==> src/rtl/trig_pulse_gen.sv <==
// Trigger pulse generator: turns one-cycle requests into registered
// pulses of programmable width, each followed by a programmable low gap.
module trig_pulse_gen #(
    parameter int CNT_W = 8
) (
    input  logic             clk,
    input  logic             reset,
    input  logic             trig_in,
    input  logic [CNT_W-1:0] width,
    input  logic [CNT_W-1:0] gap,
    output logic             pulse_out,
    output logic             busy,
    output logic             pend,
    output logic             drop
);

    typedef enum logic [1:0] {
        IDLE = 2'd0,
        HIGH = 2'd1,
        GAP  = 2'd2
    } state_e;

    state_e           state_q, state_d;
    logic [CNT_W-1:0] cnt_q, cnt_d;
    logic             pulse_q, pulse_d;
    logic             busy_q, busy_d;
    logic             pend_q, pend_d;
    logic             drop_q, drop_d;
    logic [CNT_W-1:0] wload;
    logic [CNT_W-1:0] gload;

    // Reload values: a zero field behaves like one cycle.
    always_comb begin
        wload = (width == '0) ? '0 : width - 1'b1;
        gload = (gap == '0) ? '0 : gap - 1'b1;
    end

    // Next-state, counter and registered-output logic.
    always_comb begin
        state_d = state_q;
        cnt_d   = cnt_q;
        pulse_d = pulse_q;
        busy_d  = busy_q;
        pend_d  = pend_q;
        drop_d  = 1'b0;
        unique case (state_q)
            IDLE: begin
                if (trig_in) begin
                    state_d = HIGH;
                    pulse_d = 1'b1;
                    busy_d  = 1'b1;
                    cnt_d   = wload;
                end
            end
            HIGH: begin
                pulse_d = 1'b1;
                busy_d  = 1'b1;
                if (trig_in) begin
                    if (pend_q) drop_d = 1'b1;
                    else        pend_d = 1'b1;
                end
                if (cnt_q != '0) begin
                    cnt_d = cnt_q - 1'b1;
                end else begin
                    state_d = GAP;
                    pulse_d = 1'b0;
                    cnt_d   = gload;
                end
            end
            GAP: begin
                pulse_d = 1'b0;
                busy_d  = 1'b1;
                if (cnt_q != '0) begin
                    cnt_d = cnt_q - 1'b1;
                    if (trig_in) begin
                        if (pend_q) drop_d = 1'b1;
                        else        pend_d = 1'b1;
                    end
                end else if (pend_q || trig_in) begin
                    // Serve the queued request first; a new one takes its slot.
                    state_d = HIGH;
                    pulse_d = 1'b1;
                    cnt_d   = wload;
                    pend_d  = pend_q ? trig_in : 1'b0;
                end else begin
                    state_d = IDLE;
                    busy_d  = 1'b0;
                end
            end
            default: begin
                state_d = IDLE;
                pulse_d = 1'b0;
                busy_d  = 1'b0;
                pend_d  = 1'b0;
                cnt_d   = '0;
            end
        endcase
    end

    // State and output registers with synchronous reset.
    always_ff @(posedge clk) begin
        if (reset) begin
            state_q <= IDLE;
            cnt_q   <= '0;
            pulse_q <= 1'b0;
            busy_q  <= 1'b0;
            pend_q  <= 1'b0;
            drop_q  <= 1'b0;
        end else begin
            state_q <= state_d;
            cnt_q   <= cnt_d;
            pulse_q <= pulse_d;
            busy_q  <= busy_d;
            pend_q  <= pend_d;
            drop_q  <= drop_d;
        end
    end

    assign pulse_out = pulse_q;
    assign busy      = busy_q;
    assign pend      = pend_q;
    assign drop      = drop_q;

endmodule
==> config.mk <==
export PLATFORM = sky130hd
export DESIGN_NAME = trig_pulse_gen
export DESIGN_NICKNAME = d
export VERILOG_FILES = /design/src/rtl/trig_pulse_gen.sv
export SDC_FILE = /design/constraint.sdc
export NUM_CORES = 1
export LEC_CHECK = 0
export CORE_MARGIN = 4
export CORE_UTILIZATION = 53
export DETAILED_ROUTE_END_ITERATION = 8
export GPL_ROUTABILITY_DRIVEN = 0
export PLACE_DENSITY = 0.76
export SETUP_SLACK_MARGIN = 0.4
export SYNTH_ARGS = -nofsm -noshare
export SYNTH_HDL_FRONTEND = slang
export SYNTH_SLANG_ARGS = --single-unit
==> constraint.sdc <==
create_clock -name clk -period 2.33 [get_ports clk]
set_input_delay 0.466 -clock clk [delete_from_list [all_inputs] [get_ports clk]]
set_output_delay 0.466 -clock clk [all_outputs]
set_load 0.02 [all_outputs]
Figure 1. M1 wires (run 1).
Scale bar: 20 um. Supply wires on this layer in gray.
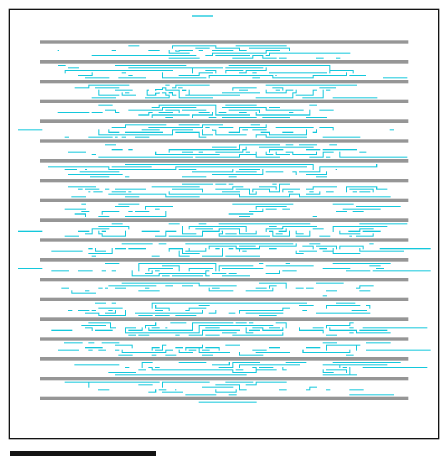
wire length on this layer: 1880 um
share of all routed wire: 41%
longest straight run: 25.8 um
nets with wire on the layer: 231

Figure 2. M2 wires (run 1).
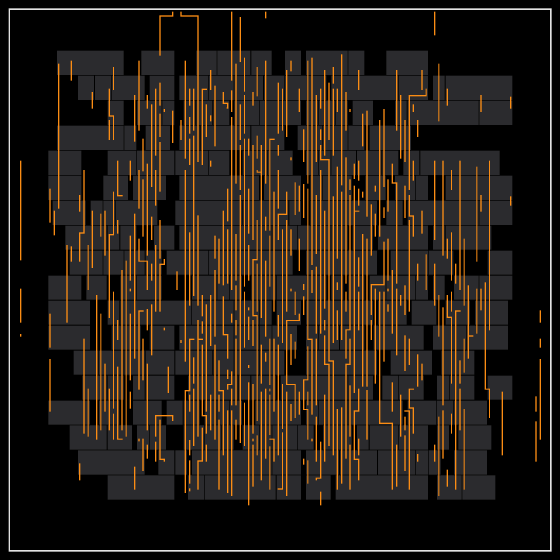
main direction: vertical
wire length on this layer: 2140 um
share of all routed wire: 47%
nets with wire on the layer: 216

==> flow_metrics.tcl, run 1 <==
# flow metrics
set metrics [dict create \
    die_w_um 58.80 \
    drt-pass1-iter-count 4 \
    final_hold_viol_count 0 \
    drt-wirelength-per-cell_um 18.13 \
    drcViolationCount 0 \
    detailedPlacementHpwl_um 3046 \
    grt_pass1_wl_um 7024 \
    cp-start-kind "register" \
    root_buffer "sky130_fd_sc_hd__clkbuf_4" \
    worstPathMaxFanout 5 \
    xor_area_share_pct 4.483 \
    worst-r2r-cell-count 7 \
    clock_skew_ps 6.325 \
    numSynthFlops 14 \
    ir_drop_mv 1.046 \
    cts_inserted_buffers 3 \
    cts.clk_slew.worst_paths_ps 100 \
    grt_util_met2_pct 45.27 \
    seq_area_frac_synth_pct 20.49 \
    hold_path_sink "busy" \
    post_drt_via_cell_ratio 6.458 \
    yosysCellCount 177 \
    grt_start_max_net_pins 10 \
    die_area_mm2 0.003457 \
    slew-limit-headroom_pct 62.74 \
    first_global_vias 1504 \
    final-setup-viol-count 0 \
    internal-power_uw 1395 \
    route.vias.total 1634 \
    diodes 0 \
    post-route-period-util_pct 87.19 \
    power.density_mw_per_mm2 1391 \
    instance_count_on_the_critical_path 7 \
    routed_wl_um 4586 \
    yosys_synthesis_warning_count 0 \
    synthTopLogicFamily "AND-OR/OR-AND gates" \
    nets 254 \
    area_overhead_of_the_layout_relative_to_synthesis_pct 49.31 \
    mappedNetlistArea_mm2 0.001368 \
    timing.critical_path.buf_inv 1 \
    post_synth_fa_ha_maj_area_fraction_pct 10.06 \
    grt_use_met3_pct 3.509 \
    hold_depth 2 \
    wl_met3_um 402 \
    holdCritStartpoint "busy" \
    worst-r2r-setup-slack_ps 300 \
    critPathMaxStageDelay_ps 510 \
    hold_path_class "register to register" \
    cp-endpoint "cnt_q[7]" \
    met2_length_um 2137 \
    slowest_stage "sky130_fd_sc_hd__or4b_4" \
    initialDrtViolationCount 95 \
    finalNonFillerCells 253 \
    routed.top_layer "met4" \
    clk-insertion-delay-late_ps 300 \
    detail-route-antenna-nets 0 \
    cts.hold.buffers_added 0 \
    count_of_flip_flops_with_a_built_in_enable_after_synthesis 0 \
    layout.filler_cells 157 \
    clock_sink_count 14 \
    r2r-start "cnt_q[0]" \
    initial_antenna_violation_count 0 \
    grt.overflow.total 0 \
    finish.utilization_pct 82.42 \
    io_buffer_count 22 \
    timing.critical_path.from "cnt_q[0]" \
    comb_power_share_pct 75.5 \
    outcome "finished, final reports clean" \
    finalCriticalPeriod_ps 2032 \
    yosysUniqueCellTypes 53 \
    globalRouteMet1Util_pct 32.32 \
    simple_gate_share_pct 28.18 \
    path_cells "inv_4, ha_4, or4b_4, nor4_4, or4_4, a2111oi_4, a211o_1" \
    h_tree_levels 1 \
    timing.critical_path.to_type "register" \
    rsz_0062_raised_after_global_routing "yes" \
    measured_slew_at_the_worst_slew_check_pin_ps 555.8 \
    pwr-share-seq_pct 17.7 \
    yosys-stat-area_mm2 0.001368 \
    std_cell_rows 18 \
    final_cell_mix "sky130_fd_sc_hd__buf_4, sky130_fd_sc_hd__clkdlybuf4s50_1, sky130_fd_sc_hd__nand2_1" \
    power.largest_group "combinational logic" \
    synthCells 177 \
    timing.hold.ws_ps 472.1 \
    warning_count 35 \
    dp_cells 239 \
    switching_share_of_power_pct 50.88 \
    grt_busiest_layer "met2" \
    postCtsResizedCells 22 \
    final_layout_size_suffix_gt1_share_pct 30.94 \
    synth.mux.area_fraction_pct 2.379 \
    layout_top_cell_excl_fill_tap "sky130_fd_sc_hd__buf_4" \
    r2r_end "cnt_q[7]" \
    power.clock.fraction_pct 6.9 \
    clk-power_uw 195 \
    async_flop_share_pct 0 \
    wire_length_on_met1_um 1875 \
    crit_type "register to register" \
    post-cts-setup-buffer-count 6 \
    ys.flop_type "sky130_fd_sc_hd__dfxtp_1" \
]
Figure 3. Metal 3 (run 1).
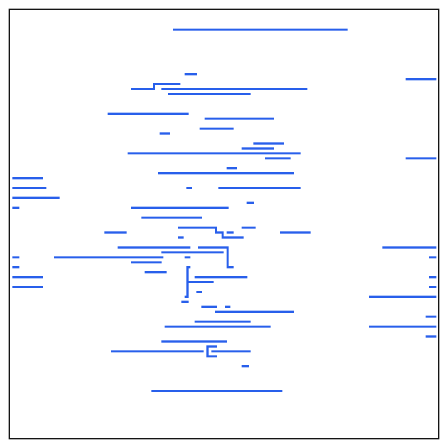
nets with wire on the layer: 48
wire length on this layer: 402 um

==> run 1: metrics by stage <==
step / worst slack, ps / TNS [ps] / area, um2 / total power [uW]
global route: 273.9 / 0 / 2042 / 2986
global placement: -24.76 / -42.21 / 1729 / 1941
finish: 298.5 / 0 / 2042 / 2841
detailed placement: -96.84 / -263.7 / 1729 / 1995
CTS: 282.7 / 0 / 1904 / 2462
floorplan: 401.5 / 0 / 1380 / 1562
==> run 1: final cells by class <==
| class | count | area, um2 | share of cell area (%) |
|---|---|---|---|
| clock buffer | 4 | 36.28 | 1.777 |
| timing repair buffer | 47 | 425.4 | 20.83 |
| sequential | 14 | 287.8 | 14.09 |
| multi-input combinational | 146 | 1207 | 59.13 |
| inverter | 12 | 47.55 | 2.328 |
| tap | 30 | 37.54 | 1.838 |
==> run 1: cell families after synthesis <==
group / Yosys count
flops: 14
compound gates: 57
simple gates: 68
fa+ha+maj: 11
xor+xnor: 7
buf+inv: 17
mux: 3
==> run 1: tightest hold or removal path, stage by stage, from the launching register on <==
cell and delay (ps):
sky130_fd_sc_hd__dfxtp_1 330, sky130_fd_sc_hd__nand2_1 50, sky130_fd_sc_hd__a21oi_1 50
==> run 1: Yosys cell counts (all sizes together), types with 5 or more instances <==
master   n  area share [%]
nand2   17             4.7
o21ai   10             3.7
nor3     8             2.9
dfxtp   14              20
inv     12             3.3
a21oi   13             4.8
ha      11              10
nor2    14             3.8
xnor2    6             3.8
o211ai   5             2.7
==> run 1: sequential cells by signal, summed over array words and instances, names as in the netlist <==
register,flops
pend,1
drop,1
cnt_q,8
pulse_out,1
state_q,2
busy,1
Figure 4. Signal wires on met4 (run 1).
Supply wires on this layer in gray.
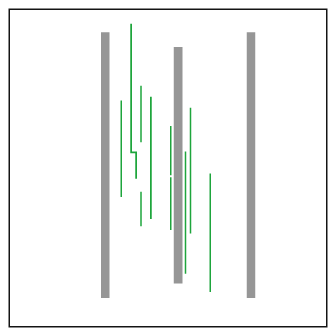

==> run 2: changes to the inputs <==
- GPL_ROUTABILITY_DRIVEN: 0 -> not set
- SKIP_LAST_GASP: not set -> 1
Figure 5. Signal wires on met4 (run 2).
Supply wires on this layer in gray.
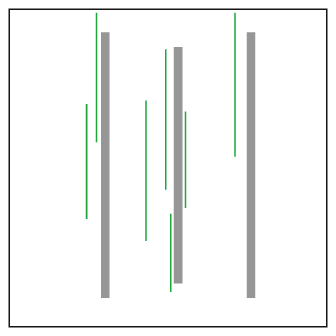
longest straight run: 26.5 um
nets with wire on the layer: 7

Figure 6. M1 wires (run 2).
Scale bar: 20 um. Supply wires on this layer in gray.
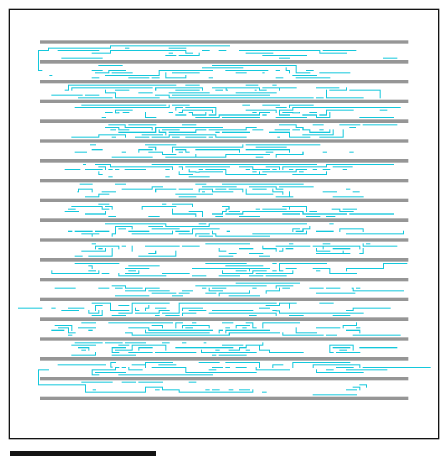
nets with wire on the layer: 222
share of all routed wire: 42%
longest straight run: 22.5 um

Figure 7. M2 wires (run 2).
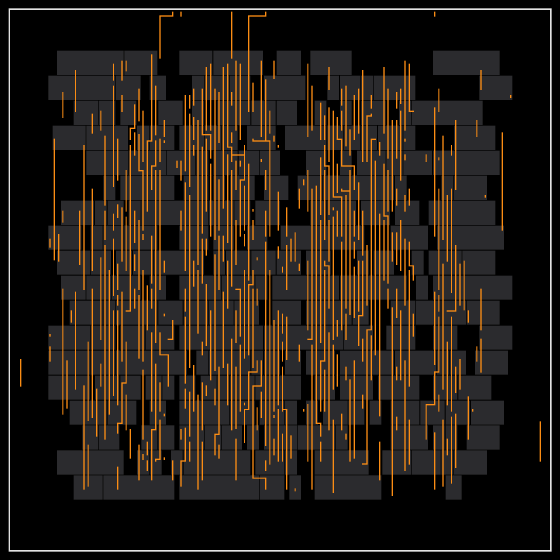
share of all routed wire: 47%
nets with wire on the layer: 219
main direction: vertical
wire length on this layer: 2040 um
longest straight run: 25.8 um

==> run 2 against run 1 <==
Effect of this change: clock-buffer cell count is the same; core utilization shrank 2.4 points; power shrank 7.7%; clock skew shrank 1.9 ps; final cell count grew 0.40%.
==> flow_metrics.tcl, run 2 <==
# flow metrics
set metrics [dict create \
    outcome "finished, final reports clean" \
    nets 255 \
    yosys_synthesis_warning_count 0 \
    hold_path_class "register to register" \
    power.largest_group "combinational logic" \
    grt_use_met3_pct 3.728 \
    worstPathMaxFanout 5 \
    grt_usage_pct 25.11 \
    post-synth-top-area-fraction_pct 20.49 \
    wire_length_on_met1_um 1808 \
    met2_length_um 2042 \
    die_area_mm2 0.003457 \
    finalCriticalPeriod_ps 1968 \
    finalNonFillerCells 254 \
    count_of_flip_flops_with_a_built_in_enable_after_synthesis 0 \
    grt.overflow.total 0 \
    logic_area_mm2 0.001151 \
    detail-route-antenna-nets 0 \
    warning_count 35 \
    cts_inserted_buffers 3 \
    timing.hold.ws_ps 480.3 \
    rsz_0062_raised_after_global_routing "yes" \
    numSynthFlops 14 \
    synthCells 177 \
    diodes 0 \
    finish.utilization_pct 80.00 \
    first_global_vias 1505 \
    power.clock.fraction_pct 7.2 \
    post_drt_via_cell_ratio 6.339 \
    post-synth-top-area-cell "sky130_fd_sc_hd__dfxtp_1" \
    r2r-start "cnt_q[0]" \
    worst-r2r-cell-count 7 \
    cts.hold.buffers_added 0 \
    p_total_uw 2621 \
    timing.critical_path.from "width[0]" \
    die_w_um 58.80 \
    cts.clk_slew.worst_paths_ps 100 \
    largest_register_ff_count 8 \
    power.density_mw_per_mm2 1322 \
    grt_busiest_layer "met2" \
    final_hold_viol_count 0 \
    post_synth_main_area_contributors "sky130_fd_sc_hd__dfxtp_1, sky130_fd_sc_hd__ha_1, sky130_fd_sc_hd__a21oi_1" \
    grt_pass1_wl_um 6665 \
    crit_type "input port to register" \
    cp-endpoint "cnt_q[2]" \
    wl_met3_um 298 \
    grt_util_met2_pct 43.38 \
    dp_cells 240 \
    timing.critical_path.to_type "register" \
    clock_sink_count 14 \
    clk-insertion-delay-late_ps 300 \
    drt-wirelength-per-cell_um 16.94 \
    yosysMostFrequentCell "sky130_fd_sc_hd__nand2_1" \
    routed_wl_um 4304 \
    area_overhead_of_the_layout_relative_to_synthesis_pct 44.92 \
    slew-limit-headroom_pct 64.31 \
    detailedPlacementHpwl_um 3098 \
    initial_antenna_violation_count 0 \
    ys.flop_type "sky130_fd_sc_hd__dfxtp_1" \
    setup_total_negative_slack_ps 0 \
    yosys-stat-area_mm2 0.001368 \
    grt_start_max_net_pins 10 \
    async_flop_share_pct 0 \
    route.vias.total 1610 \
    largestRegisters "cnt_q x8, state_q x2" \
    root_buffer "sky130_fd_sc_hd__clkbuf_4" \
    layout.filler_cells 185 \
    io_buffer_count 22 \
    r2r_end "cnt_q[7]" \
    yosysUniqueCellTypes 53 \
    measured_slew_at_the_worst_slew_check_pin_ps 532.8 \
    switching_share_of_power_pct 48.92 \
    std_cell_rows 18 \
    initialDrtViolationCount 85 \
    ir_drop_mv 0.9184 \
    post-route-period-util_pct 84.46 \
    final_cell_mix "sky130_fd_sc_hd__buf_4, sky130_fd_sc_hd__clkdlybuf4s50_1, sky130_fd_sc_hd__nand2_1" \
    drt-pass1-iter-count 4 \
    routed.top_layer "met4" \
    globalRouteMet1Util_pct 31.08 \
    clk-power_uw 188 \
    yosysCellCount 177 \
    layout_top_cell_excl_fill_tap "sky130_fd_sc_hd__buf_4" \
    worst-r2r-setup-slack_ps 370 \
    comb_power_share_pct 73.9 \
    mappedNetlistArea_mm2 0.001368 \
    final-setup-viol-count 0 \
    final_layout_size_suffix_gt1_share_pct 27.68 \
    largest-register "cnt_q" \
    internal-power_uw 1339 \
    clock_skew_ps 4.383 \
    most_instantiated_cells_after_synthesis "sky130_fd_sc_hd__nand2_1, sky130_fd_sc_hd__dfxtp_1, sky130_fd_sc_hd__nor2_1" \
    seq_area_frac_synth_pct 20.49 \
    h_tree_levels 1 \
    drcViolationCount 0 \
    area.sequential_um2 286.5 \
    hold_depth 2 \
]
run 2: stage by stage:
stage / worst slack (ps) / instance area [um2]
after floorplan: 401.5 / 1380
after global placement: -32.94 / 1737
after detailed placement: -88.05 / 1737
after CTS: 272.8 / 1888
after global routing: 273.4 / 1982
final: 362.1 / 1982
run 2: final cells by class:
cell class	count	share of cell area [%]
tap	30	1.894
inverter	12	2.399
timing repair buffer	48	21.34
multi-input combinational	146	58.08
sequential	14	14.46
clock buffer	4	1.831
run 2: how the worst min path moves through the flow:
| stage | slack (ps) | from | endpoint |
|---|---|---|---|
| floorplan | 460 | cnt_q[1] | cnt_q[1] |
| detailed placement | 470 | busy | busy |
| finish | 480 | busy | busy |
| global route | 520 | busy | busy |
| CTS | 480 | busy | busy |
| global placement | 440 | busy | busy |
run 2: cell families after synthesis:
logic type | Yosys count | synth area share, %
AND-OR/OR-AND | 57 | 29.64
XOR/XNOR | 7 | 4.483
adder cells (fa/ha/maj) | 11 | 10.06
buffers and inverters | 17 | 4.757
flip-flops | 14 | 20.49
multiplexers | 3 | 2.379
AND/OR/NAND/NOR | 68 | 28.18
run 2: what timing repair did:
action / in CTS / in global routing
gates resized: 17 / 18
setup endpoints to repair: 12 / 11
hold endpoints to repair: 0 / 0
pin swaps: 9 / 10
setup buffers: 7 / 3
run 2: critical path: stages:
cell,delay [ps]
sky130_fd_sc_hd__clkdlybuf4s50_1,490
sky130_fd_sc_hd__inv_1,70
sky130_fd_sc_hd__ha_1,220
sky130_fd_sc_hd__nor4b_4,130
sky130_fd_sc_hd__buf_4,140
sky130_fd_sc_hd__and2_4,170
sky130_fd_sc_hd__o31a_1,260
sky130_fd_sc_hd__a221oi_2,220
No activity file was given, so power comes from the tool's default toggle rates.
